===== src/rtl/diff_demo_pkg.sv =====
// Shared types and constants for the PE column issuer.
// Holds the issuer state encoding and the command payload record.
package diff_demo_pkg;

   // Number of activation delta elements in one group
   localparam int GROUP_SIZE = 6;

   typedef enum logic [2:0] {
      IDLE  = 3'd0,
      FETCH = 3'd1,
      ISSUE = 3'd2,
      WAIT  = 3'd3,
      DONE  = 3'd4
   } ISS_state_t;

   // Command payload presented to the column while ctrl_valid is high
   typedef struct packed {
      logic                  bit_mode;
      logic                  kernel_mode;
      logic                  is_odd_row;
      logic                  end_of_row;
      logic [GROUP_SIZE-1:0] guard_map;
   } cmd_t;

endpackage


===== src/rtl/pe_col_issuer_guard_gen.sv =====
// Guard map generator: flags each nonzero element of a group.
// Element i maps to bit (GROUP_SIZE-1-i); dense 4-bit mode forces all ones.
module guard_gen
   import diff_demo_pkg::*;
#(
   parameter int ACT_W = 8
) (
   input  logic [GROUP_SIZE*ACT_W-1:0] data,
   input  logic                        bit_mode,
   output logic [GROUP_SIZE-1:0]       guard_map
);

   // One OR-reduction per element, overridden entirely in bit mode
   always_comb begin
      for (int i = 0; i < GROUP_SIZE; i++) begin
         guard_map[GROUP_SIZE-1-i] = |data[i*ACT_W +: ACT_W];
      end
      if (bit_mode) begin
         guard_map = '1;
      end
   end

endmodule


===== src/rtl/pe_col_issuer.sv =====
// PE column issuer: fetches six-element activation groups and issues one
// column command per group, walking chunks within rows for a whole job.
// Optional feature macro: SKIP_ZERO_GROUP_EN -- all-zero, non-end-of-row
// groups in 8-bit mode are skipped straight from FETCH and counted.
module pe_col_issuer
   import diff_demo_pkg::*;
#(
   parameter int ACT_W = 8,
   parameter int CNT_W = 8
) (
   input  logic                        clk,
   input  logic                        rst_n,
   input  logic                        start,
   input  logic                        abort,
   input  logic                        cfg_bit_mode,
   input  logic                        cfg_kernel_mode,
   input  logic [CNT_W-1:0]            cfg_chunks,
   input  logic [CNT_W-1:0]            cfg_rows,
   input  logic                        act_valid,
   output logic                        act_ready,
   input  logic [GROUP_SIZE*ACT_W-1:0] act_data,
   output logic                        ctrl_valid,
   input  logic                        ctrl_ready,
   input  logic                        ctrl_finish,
   output logic                        bit_mode_o,
   output logic                        kernel_mode_o,
   output logic                        is_odd_row_o,
   output logic                        end_of_row_o,
   output logic [GROUP_SIZE-1:0]       guard_map_o,
   output logic                        busy,
   output logic                        done
`ifdef SKIP_ZERO_GROUP_EN
   ,output logic [15:0]                skip_cnt
`endif
);

   ISS_state_t            r_state;
   ISS_state_t            w_next_state;
   logic                  r_bit_mode;
   logic                  r_kernel_mode;
   logic [CNT_W-1:0]      r_chunks;
   logic [CNT_W-1:0]      r_rows;
   logic [CNT_W-1:0]      r_chunk_cnt;
   logic [CNT_W-1:0]      r_row_cnt;
   cmd_t                  r_cmd;
   logic [GROUP_SIZE-1:0] w_guard_map;
   logic                  w_start_acc;
   logic                  w_capture;
   logic                  w_last_chunk;
   logic                  w_last_row;
   logic                  w_skip;
   logic                  w_advance;

   guard_gen #(.ACT_W(ACT_W)) u_guard_gen (
      .data      (act_data),
      .bit_mode  (r_bit_mode),
      .guard_map (w_guard_map)
   );

   assign w_start_acc  = (r_state == IDLE) && start;
   assign w_capture    = (r_state == FETCH) && act_valid;
   assign w_last_chunk = (r_chunk_cnt == r_chunks - CNT_W'(1));
   assign w_last_row   = (r_row_cnt == r_rows - CNT_W'(1));

`ifdef SKIP_ZERO_GROUP_EN
   assign w_skip = w_capture && (w_guard_map == '0) && !r_bit_mode && !w_last_chunk;
`else
   assign w_skip = 1'b0;
`endif

   // A group completes on finish in WAIT, on ready+finish together in ISSUE,
   // or when it is skipped at capture
   assign w_advance = ((r_state == ISSUE) && ctrl_ready && ctrl_finish) ||
                      ((r_state == WAIT) && ctrl_finish) || w_skip;

   // State register; abort and reset both drop the job back to IDLE
   // NOTE: sequential state uses non-blocking (<=) so every register samples pre-edge values.
   always_ff @(posedge clk) begin
      if (!rst_n || abort) begin
         r_state <= IDLE;
      end else begin
         r_state <= w_next_state;
      end
   end

   // Next-state decode
   // NOTE: every always_comb output gets a default first so no path can infer a latch.
   always_comb begin
      w_next_state = r_state;
      case (r_state)
         IDLE:  if (start) w_next_state = FETCH;
         FETCH: if (act_valid && !w_skip) w_next_state = ISSUE;
         ISSUE: begin
            if (ctrl_ready) begin
               if (!ctrl_finish)                    w_next_state = WAIT;
               else if (w_last_chunk && w_last_row) w_next_state = DONE;
               else                                 w_next_state = FETCH;
            end
         end
         WAIT: begin
            if (ctrl_finish) begin
               w_next_state = (w_last_chunk && w_last_row) ? DONE : FETCH;
            end
         end
         DONE:    w_next_state = IDLE;
         default: w_next_state = IDLE;
      endcase
   end

   // Handshake and status outputs decoded from the current state
   always_comb begin
      act_ready  = (r_state == FETCH);
      ctrl_valid = (r_state == ISSUE);
      busy       = (r_state != IDLE);
      done       = (r_state == DONE) && !abort;
   end

   // Job configuration, chunk/row counters and the captured command payload
   always_ff @(posedge clk) begin
      if (!rst_n) begin
         r_bit_mode    <= 1'b0;
         r_kernel_mode <= 1'b0;
         r_chunks      <= '0;
         r_rows        <= '0;
         r_chunk_cnt   <= '0;
         r_row_cnt     <= '0;
         r_cmd         <= '0;
      end else if (w_start_acc) begin
         r_bit_mode    <= cfg_bit_mode;
         r_kernel_mode <= cfg_kernel_mode;
         r_chunks      <= (cfg_chunks == '0) ? CNT_W'(1) : cfg_chunks;
         r_rows        <= (cfg_rows == '0) ? CNT_W'(1) : cfg_rows;
         r_chunk_cnt   <= '0;
         r_row_cnt     <= '0;
      end else begin
         if (w_capture) begin
            r_cmd <= '{bit_mode:    r_bit_mode,
                       kernel_mode: r_kernel_mode,
                       is_odd_row:  ~r_row_cnt[0],
                       end_of_row:  w_last_chunk,
                       guard_map:   w_guard_map};
         end
         if (w_advance) begin
            if (w_last_chunk) begin
               r_chunk_cnt <= '0;
               r_row_cnt   <= r_row_cnt + CNT_W'(1);
            end else begin
               r_chunk_cnt <= r_chunk_cnt + CNT_W'(1);
            end
         end
      end
   end

   assign bit_mode_o    = r_cmd.bit_mode;
   assign kernel_mode_o = r_cmd.kernel_mode;
   assign is_odd_row_o  = r_cmd.is_odd_row;
   assign end_of_row_o  = r_cmd.end_of_row;
   assign guard_map_o   = r_cmd.guard_map;

`ifdef SKIP_ZERO_GROUP_EN
   logic [15:0] r_skip_cnt;

   // Saturating count of skipped groups, cleared when a job starts
   always_ff @(posedge clk) begin
      if (!rst_n || w_start_acc) begin
         r_skip_cnt <= '0;
      end else if (w_skip && (r_skip_cnt != 16'hFFFF)) begin
         r_skip_cnt <= r_skip_cnt + 16'd1;
      end
   end

   assign skip_cnt = r_skip_cnt;
`endif

endmodule


===== config.mk =====
export PLATFORM = sky130hd
export DESIGN_NAME = pe_col_issuer
export DESIGN_NICKNAME = d
export VERILOG_FILES = /design/src/rtl/diff_demo_pkg.sv /design/src/rtl/pe_col_issuer_guard_gen.sv /design/src/rtl/pe_col_issuer.sv
export SDC_FILE = /design/constraint.sdc
export NUM_CORES = 1
export LEC_CHECK = 0
export CAP_MARGIN = 20
export CORE_MARGIN = 2
export CORE_UTILIZATION = 51
export CTS_BUF_LIST = sky130_fd_sc_hd__clkbuf_8
export CTS_CLUSTER_DIAMETER = 40
export DETAILED_ROUTE_END_ITERATION = 8
export PLACE_DENSITY = 0.94
export SETUP_SLACK_MARGIN = 0.1
export SLEW_MARGIN = 5
export SYNTH_ARGS = -nofsm -noshare
export SYNTH_HDL_FRONTEND = slang
export SYNTH_HIERARCHICAL = 1
export SYNTH_SLANG_ARGS = --single-unit

===== constraint.sdc =====
create_clock -name clk -period 4.5 [get_ports clk]
set_clock_uncertainty 0.05 [all_clocks]
set_input_delay 0.9 -clock clk [delete_from_list [all_inputs] [get_ports clk]]
set_output_delay 0.9 -clock clk [all_outputs]
set_load 0.01 [all_outputs]

Run 1, placement view:
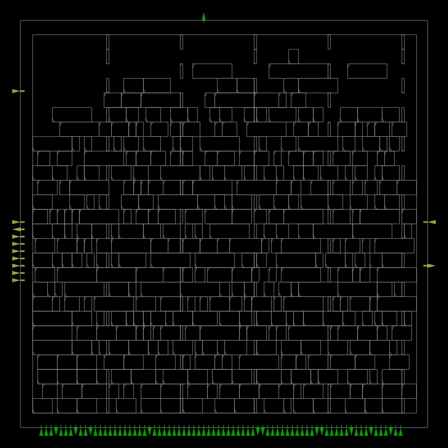
row count: 26
Tap Count: 70
Seq cells: 47
total core area: 0.00507 mm2
Finished Core Util: 72.5%

Run 1, gate-type map:
Scale: 6 px per um.
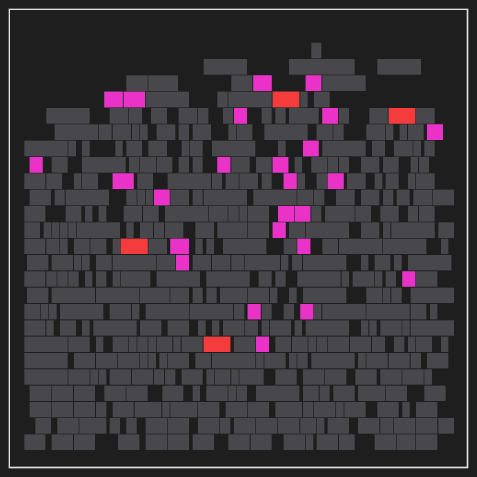
Red shows adder and majority cells, cells 4, most used ha_1. Magenta shows AND and OR gates, cells 25, most used or4_1.
combinational share of cell area: 44.2%
fin cells: 482
Commonest Layout Cell: clkdlybuf4s50_1

Run 1, drive-strength map:
Scale: 6 px per um.
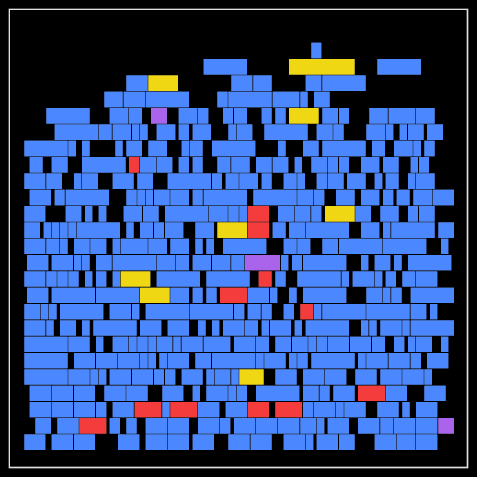
Yellow shows _6 and larger, cells 8, share 1.9%. Red shows _2 cells, cells 12, share 2.9%. Purple shows _3 and _4 cells, cells 3, share 0.73%. Blue shows _0 and _1 cells, cells 389, share 94%.
final instance area: 0.00368 mm2
Signal buffers: 89
Area Growth Syn to Fin: 38.6%

-- run 1: metal layers --
layer,track usage (%),vias to the layer above,part of all wire [%]
li1,-,1344,-
met1,31.6,1305,40
met2,50.5,79,53
met3,6.64,23,4.7
met4,10.2,0,2.1
met5,0,-,0
-- run 1: power by group through the flow --
stage	clock network, mW	registers (mW)	logic (mW)
final	0.325	0.446	0.196
after global routing	0.345	0.449	0.214
after CTS	0.327	0.446	0.193
after detailed placement	0	0.456	0.192
after global placement	0	0.455	0.183
after floorplan	0	0.451	0.0982
-- run 1: sequential cells by signal, indices dropped and copies added, names as in the netlist, 3 cells and up --
name	flops
r_chunk_cnt	8
r_chunks	8
r_row_cnt	8
r_rows	8
guard_map_o	6
r_state	3
-- run 1: worst min-delay path, stage by stage, from the launching register on --
cell and delay (ns):
dfxtp_1 0.32, nand2_1 0.06, a21boi_0 0.06
-- run 1: kinds of logic (layout without fill, tap and decap cells) --
group,Yosys count,count (layout)
and+or+nand+nor,168,168
AOI/OAI and AO/OA,65,65
DFF,47,47
xor gates and xnor gates,25,25
buffers and inverters,21,102
adders and majority gates,4,4
muxes,1,1
-- run 1: through the flow --
step	total power [mW]	instances
floorplan	0.549	331
global placement	0.638	473
detailed placement	0.648	473
CTS	0.966	481
global route	1.01	482
finish	0.967	482
-- run 1: worst paths after layout --
check / start / to / slack [ns] / cells after the start
worst max-delay path: abort / done / 1.40 / 3
worst min-delay path: r_kernel_mode$_SDFFE_PN0P_ / r_kernel_mode$_SDFFE_PN0P_ / 0.43 / 2
worst max register to register: r_chunks[0]$_SDFFE_PN0P_ / r_row_cnt[7]$_SDFFE_PP0P_ / 1.96 / 8
worst min register to register: r_kernel_mode$_SDFFE_PN0P_ / r_kernel_mode$_SDFFE_PN0P_ / 0.43 / 2
==> flow_summary.toml, run 1 <==
# implementation run metrics
[outcome]
status = "finished, final reports clean"

[logic_synthesis]
synth_top_area_share_pct = 35.5
ys_warn_count = 6
floorplan.nets = 408
ys_cells = 331
avgSynthCellArea_um2 = 8.01
edf_count = 0
yosys.area_share.aoi_pct = 16.7
yosys-mux-area-fraction_pct = 0.377
async_flop_share_pct = 0
netlist_area_mm2 = 0.00265
ys_types = 46
top_cell = "nand2_1"
flop_cell = "dfxtp_1"

[place]
gp_congestion = 0.877
dp_hpwl_um = 5920
dp_slack_ns = 1.25

[worst_setup_path]
crit_fanout = 2
path_delay_family = "buffers and inverters"
startpoint_type = "input port"
cpMostUsedCell = "clkdlybuf4s50_1"
critical_path_required_ns = 3.55
critPathKind = "in2out"
cp.arrival_ns = 2.15

[drt]
via_count = 2751
postRouteAntennaNets = 0
wl_um = 7750
drt-pass1-iter-count = 5
routed_via_density = 5.71

[clock_tree]
clkTransAtPathRegs_ns = 0.08
post-cts-setup-buffers = 0
max-clock-path-buffers = 2
cts-root-buf = "clkbuf_8"
cts_buffers = 5
hold_buffers = 0

[die]
die_area_mm2 = 0.00579
die_width_um = 76.1
pin_count = 87

[sta]
maxSlewViolCount = 0
rsz0062_at_grt = "false"
setup_viol = 0
hold_viol = 0
fmaxAchievable_mhz = 322
tns_ns = 0
finalClockPeriodUsage_pct = 68.9
worstMarginPinSlew_ns = 0.670

[finish]
nNetsFinal = 488
sh_seq_area_pct = 25.6
largest_class = "combinational gates"
num-multi-input-gates = 263
drive_above_1_share_pct = 5.58

[pwr]
peakVddDrop_mv = 0.165
power.switching_uw = 251
p_per_area_mw_per_mm2 = 263
cellLeakagePower_nw = 1.26
p_clk_share_pct = 33.6
p_int_uw = 716

[global_routing]
grt_pass1_vias = 2799
antenna_found_initial = 0

[hold_path]
hold_class = "reg2reg"

[run]
warnings = 26
## Run 2: what changed since run 1
- CORE_UTILIZATION: 51 -> 48
- PLACE_DENSITY: 0.94 -> 0.89
- clock period: 4.5 -> 3.2 ns (I/O delays scaled with it)
Run 2, placement view:
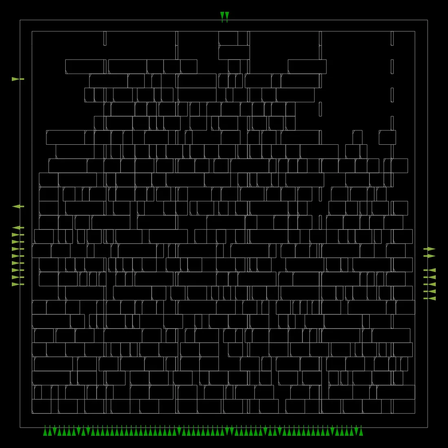
Layout fillers: 449
fin cells: 486
Finished Core Util: 67.7%
row count: 27

Run 2, I/O nets highlighted:
Scale: 4 px per um.
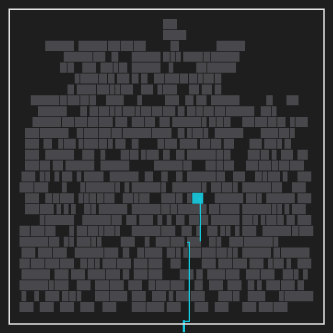
Cyan shows `act_valid`, bits 1, direction input, edge south, end cells 1, buffers 1, wire 32.7 um.
count of input and output buffers: 86
IO Pins: 87

Run 2, drive-strength map:
Scale: 6 px per um.
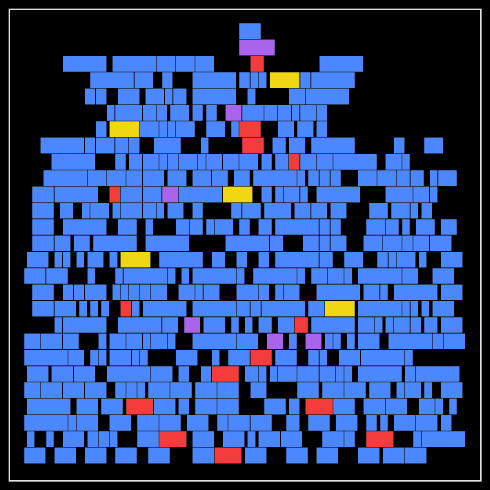
Purple shows _3 and _4 cells, cells 6, share 1.4%. Yellow shows _6 and larger, cells 5, share 1.2%. Blue shows _0 and _1 cells, cells 389, share 94%. Red shows _2 cells, cells 14, share 3.4%.
Setup WS post-layout: 0.551 ns
Area Growth Syn to Fin: 37.9%
final instance area: 0.00366 mm2
Signal buffers: 91

==> run 2 against run 1 <==
First-iteration DRC count is 24% higher. Register-to-register slack worse by 1.3 ns. Clock power is 7.1% higher. Area after synthesis stayed put. Wire length is 6.2% lower. Total power is 29% higher. Die size is 5.9% higher. Largest cell class unchanged. Largest power group unchanged.
==> flow_summary.toml, run 2 <==
# implementation run metrics
[sta]
fmaxAchievable_mhz = 377
maxSlewViolCount = 0
rsz0062_at_grt = "false"
finalClockPeriodUsage_pct = 82.8
worstMarginPinSlew_ns = 0.730
setup_viol = 0
fin_crit_ns = 2.65
hold_slack_ns = 0.422
tns_ns = 0
hold_viol = 0

[worst_setup_path]
startpoint_type = "input port"
endpoint_kind = "output pin"
crit_fanout = 2
critical_path_required_ns = 2.51
critPathKind = "in2out"
cp.arrival_ns = 1.96
ff2ff_path_depth = 8

[finish]
sh_seq_area_pct = 25.7
nNetsFinal = 490
comb_share_pct = 44.4
numSequentialCells = 47
num-multi-input-gates = 263
layout_top_cell = "clkdlybuf4s50_1"
largest_class = "combinational gates"
nClkBuffers = 5
drive_above_1_share_pct = 6.04
mostFrequentLayoutCells = "clkdlybuf4s50_1 (86), nand2_1 (65), dfxtp_1 (47)"
antenna_cells = 0

[logic_synthesis]
ys_top_cells_by_area = "dfxtp_1 (35%), nand2_1 (9.2%), a21boi_0 (7.1%), xor2_1 (4.3%), xnor2_1 (4.0%)"
edf_count = 0
floorplan.nets = 408
flop_cell = "dfxtp_1"
synth_top_area_share_pct = 35.5
avgSynthCellArea_um2 = 8.01
async_flop_share_pct = 0
ys_cells = 331
top_cells_by_count = "nand2_1 (65), dfxtp_1 (47), a21boi_0 (25)"
netlist_area_mm2 = 0.00265
ys.flops = 47
ys_warn_count = 6
top_cell = "nand2_1"
ys_types = 46

[clock_tree]
clkTransAtPathRegs_ns = 0.08
hold_buffers = 0
cts-root-buf = "clkbuf_8"
max-clock-path-buffers = 2
cts_sinks = 47
post-cts-setup-buffers = 0
cts_buffers = 5

[die]
die_width_um = 78.3
coreArea_mm2 = 0.00541
die_area_mm2 = 0.00614
die_height_um = 78.3
tapcell.inserted = 72
fp-utilization_pct = 49.1

[global_routing]
gr-total-overflow = 0
grt_max_degree = 21
grt_pass1_vias = 2675
antenna_found_initial = 0
grt_pass1_wl_um = 11800

[place]
dp_hpwl_um = 5850
placed_cells = 478
dpl_cell_area_mm2 = 0.00357
dp_slack_ns = 0.393
gp_congestion = 0.863

[hold_path]
min_path_cells = 2
hold_class = "reg2reg"

[run]
warnings = 26
drv_cap = 0

[drt]
routed_via_density = 5.58
drt-pass1-iter-count = 4
wl_um = 7270
via_count = 2712
postRouteAntennaNets = 0
drc = 0

[outcome]
status = "finished, final reports clean"

[pwr]
peakVddDrop_mv = 0.252
p_per_area_mw_per_mm2 = 341
cellLeakagePower_nw = 1.25
power_mw = 1.25
==> run 2: cell counts after synthesis <==
No cell type changed its count.
==> run 2: critical path: stages <==
cell	delay [ns]
clkdlybuf4s50_1	0.43
nor4b_1	0.29
clkdlybuf4s50_1	0.60
==> run 2: cells by family (layout without fill, tap and decap cells) <==
group / count (synthesis) / after routing / share of synthesized area (%)
adder cells (fa/ha/maj): 4 / 4 / 1.89
XOR/XNOR: 25 / 25 / 8.25
AND-OR/OR-AND: 65 / 65 / 16.7
flip-flops: 47 / 47 / 35.5
multiplexers: 1 / 1 / 0.377
buffers and inverters: 21 / 104 / 3.44
AND/OR/NAND/NOR: 168 / 168 / 33.9
==> run 2: final timing paths <==
| check | start | endpoint | slack (ns) |
|---|---|---|---|
| worst min-delay path | kernel_mode_o$_SDFFE_PN0P_ | kernel_mode_o$_SDFFE_PN0P_ | 0.42 |
| worst min register to register | kernel_mode_o$_SDFFE_PN0P_ | kernel_mode_o$_SDFFE_PN0P_ | 0.42 |
| worst max register to register | r_chunks[0]$_SDFFE_PN0P_ | r_row_cnt[7]$_SDFFE_PP0P_ | 0.68 |
| worst max-delay path | abort | done | 0.55 |
==> run 2: report_power, final <==
part	switching, mW	total, mW	internal, mW
logic	0.118	0.270	0.152
registers	0.0249	0.628	0.603
clock network	0.198	0.348	0.150
total	0.341	1.25	0.905
==> run 2: layer usage <==
| layer | routed length [um] | track usage (%) | up-vias |
|---|---|---|---|
| li1 | - | - | 1346 |
| met1 | 2970 | 27.3 | 1283 |
| met2 | 3830 | 45.3 | 64 |
| met3 | 283 | 5.63 | 19 |
| met4 | 176 | 8.95 | 0 |
| met5 | 0 | 0 | - |
## Run 3: what changed since run 2
- CORE_UTILIZATION: 48 -> 43
- PLACE_DENSITY: 0.89 -> 0.85
- clock period: 3.2 -> 2.35 ns (I/O delays scaled with it)
Run 3, drive-strength map:
Scale: 6 px per um.
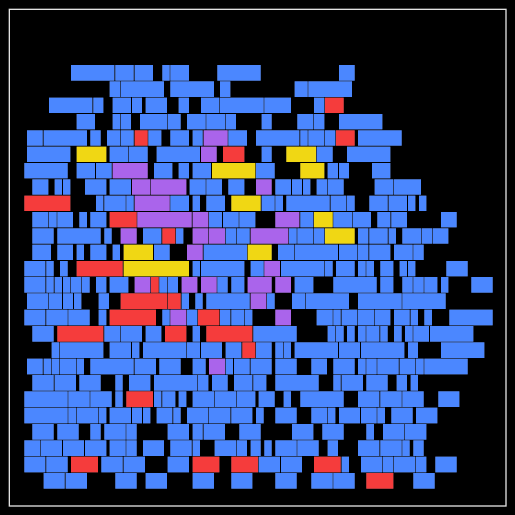
Setup WS post-layout: 0.130 ns
final instance area: 0.00390 mm2
Area Growth Syn to Fin: 46.9%
Signal buffers: 105

Run 3, I/O pins on the die edge:
Scale: 6 px per um. Pins as bars across the die edge, other pins in gray.
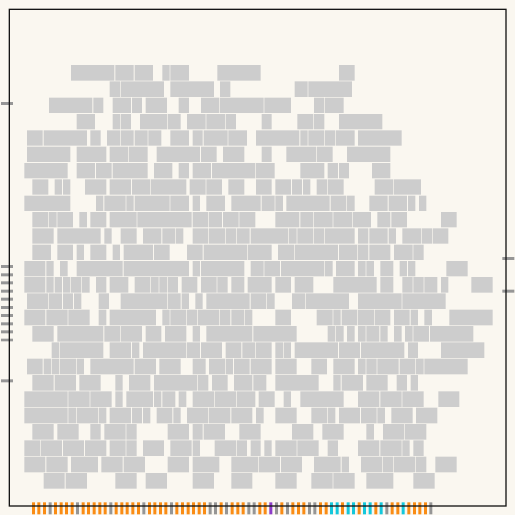
Orange shows `act_data`, pins 48, direction input, edge south. Cyan shows `cfg_rows`, pins 8, direction input, edge south. Purple shows `act_valid`, pins 1, direction input, edge south.
All pins by edge: 73 south, 12 west, 2 east.
Die W: 82.5 um
vertical die size: 82.5 um

Run 3, I/O nets highlighted:
Scale: 3 px per um.
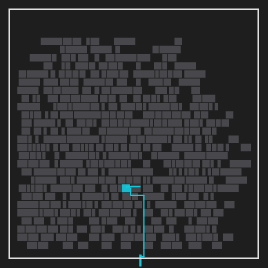
Cyan shows `act_valid`, bits 1, direction input, edge south, end cells 1, buffers 1, wire 33.8 um.

==> run 3 against run 2 <==
Flip-flop count unchanged. Critical path depth up 6. Area after synthesis unchanged. Cell count up 3.5%. Sequential power up 37%. Die size up 11%. Sequential share of layout area down 1.4 points. Count of clock-buffer cells in the layout unchanged. Worst setup slack worse by 0.42 ns. Register-to-register slack worse by 0.55 ns. Combinational power up 51%. Synthesized cell count unchanged.
==> flow_summary.toml, run 3 <==
# implementation run metrics
[outcome]
status = "finished, final reports clean"

[drt]
drc = 0
drt-pass1-iter-count = 4
postRouteAntennaNets = 0
routedLengthMet1_um = 3270
dr.max_layer_used = "met4"
dr_wl_met3_um = 201
met2_length_um = 4040
wl_um = 7620

[finish]
comb_share_pct = 43.6
mostFrequentLayoutCells = "clkdlybuf4s50_1 (83), nand2_1 (64), dfxtp_1 (41)"
sh_seq_area_pct = 24.3
nNetsFinal = 504
num-multi-input-gates = 263
largest_class = "combinational gates"
nClkBuffers = 5
numSequentialCells = 47
final_util_pct = 65.4
layout_top_cell = "clkdlybuf4s50_1"
drive_above_1_share_pct = 13.6

[pwr]
cellLeakagePower_nw = 1.37
power.switching_uw = 510
comb_power_share_pct = 21.6
peakVddDrop_mv = 0.534
p_sw_share_pct = 27.0
p_int_mw = 1.38

[sta]
worstMarginPinSlew_ns = 0.453
fmaxAchievable_mhz = 450
hold_viol = 0
setup_viol = 0
rsz0062_at_grt = "true"
finalClockPeriodUsage_pct = 94.5
tns_ns = 0

[logic_synthesis]
async_flop_share_pct = 0
avgSynthCellArea_um2 = 8.01
top_cell = "nand2_1"
ys_types = 46
ys_warn_count = 6
flop_cell = "dfxtp_1"
netlist_area_mm2 = 0.00265
top_cells_by_count = "nand2_1 (65), dfxtp_1 (47), a21boi_0 (25)"

[die]
core.rowCount = 28
coreArea_mm2 = 0.00596
die_area_mm2 = 0.00681
fp-utilization_pct = 44.5
tapcell.inserted = 75

[hold_path]
holdPathEnd = "kernel_mode_o$_SDFFE_PN0P_"
min_from = "kernel_mode_o$_SDFFE_PN0P_"
min_path_cells = 2

[place]
numPortBuffers = 86
dp_hpwl_um = 5680
dp_slack_ns = -0.238
gp_congestion = 0.798
dpl_cell_area_mm2 = 0.00366

[worst_setup_path]
startpoint_type = "register"
cpMaxStageDelayCell = "or4_4"
crit_cells = 9
rrSetupSlack_ns = 0.13
max_stage_delay_ns = 0.42
r2r_start = "r_chunks[1]$_SDFFE_PN0P_"
critPathKind = "reg2reg"
critical_path_required_ns = 2.54
cp-endpoint = "r_row_cnt[5]$_SDFFE_PP0P_"

[global_routing]
gr-total-overflow = 0
antenna_found_initial = 0
grt_pass1_vias = 2740

[clock_tree]
hold_buffers = 0
max-clock-path-buffers = 2
cts-root-buf = "clkbuf_8"

[run]
drv_cap = 0
-- run 3: netlist changes by cell type in the layout (fill, tap and decap cells not counted), moves of 3 or more --
cell,delta
buf_4,+11
dlygate4sd2_1,+3
clkinv_2,-3
dfxtp_2,+6
or4_4,+3
dfxtp_1,-6
or4_1,-3
clkdlybuf4s50_1,-3
-- run 3: power groups by stage --
| stage | Sequential (mW) | Clock [mW] | Combinational (mW) |
|---|---|---|---|
| floorplan | 0.863 | 0 | 0.188 |
| global placement | 0.870 | 0 | 0.373 |
| detailed placement | 0.872 | 0 | 0.384 |
| CTS | 0.854 | 0.619 | 0.395 |
| global route | 0.862 | 0.666 | 0.442 |
| finish | 0.858 | 0.619 | 0.408 |
-- run 3: per-stage QoR --
stage,power [mW],std cells
finish,1.89,503
global placement,1.24,490
detailed placement,1.26,490
floorplan,1.05,331
global route,1.97,503
CTS,1.87,503
-- run 3: what timing repair did --
| item | CTS | global route |
|---|---|---|
| setup endpoints to repair | 9 | 17 |
| endpoints found under the hold margin | 0 | 0 |
| pin swaps | 11 | 6 |
| setup buffers | 5 | 0 |
| resized | 12 | 14 |
| gates cloned | 0 | 0 |
-- run 3: cells by family (layout without fill, tap and decap cells) --
group	count (synthesis)	after routing	share of synthesized area [%]
AND/OR/NAND/NOR	168	168	33.9
AND-OR/OR-AND	65	65	16.7
flip-flops	47	47	35.5
XOR/XNOR	25	25	8.25
buffers and inverters	21	118	3.44
adder cells (fa/ha/maj)	4	4	1.89
multiplexers	1	1	0.377
-- run 3: metal layers --
layer / vias to the layer above / GRT usage, %
met1: 1264 / 27.8
met3: 13 / 5.98
met5: - / 0
met2: 43 / 43.1
met4: 0 / 5.57
li1: 1375 / -
Power is estimated from default activity; no workload was simulated.
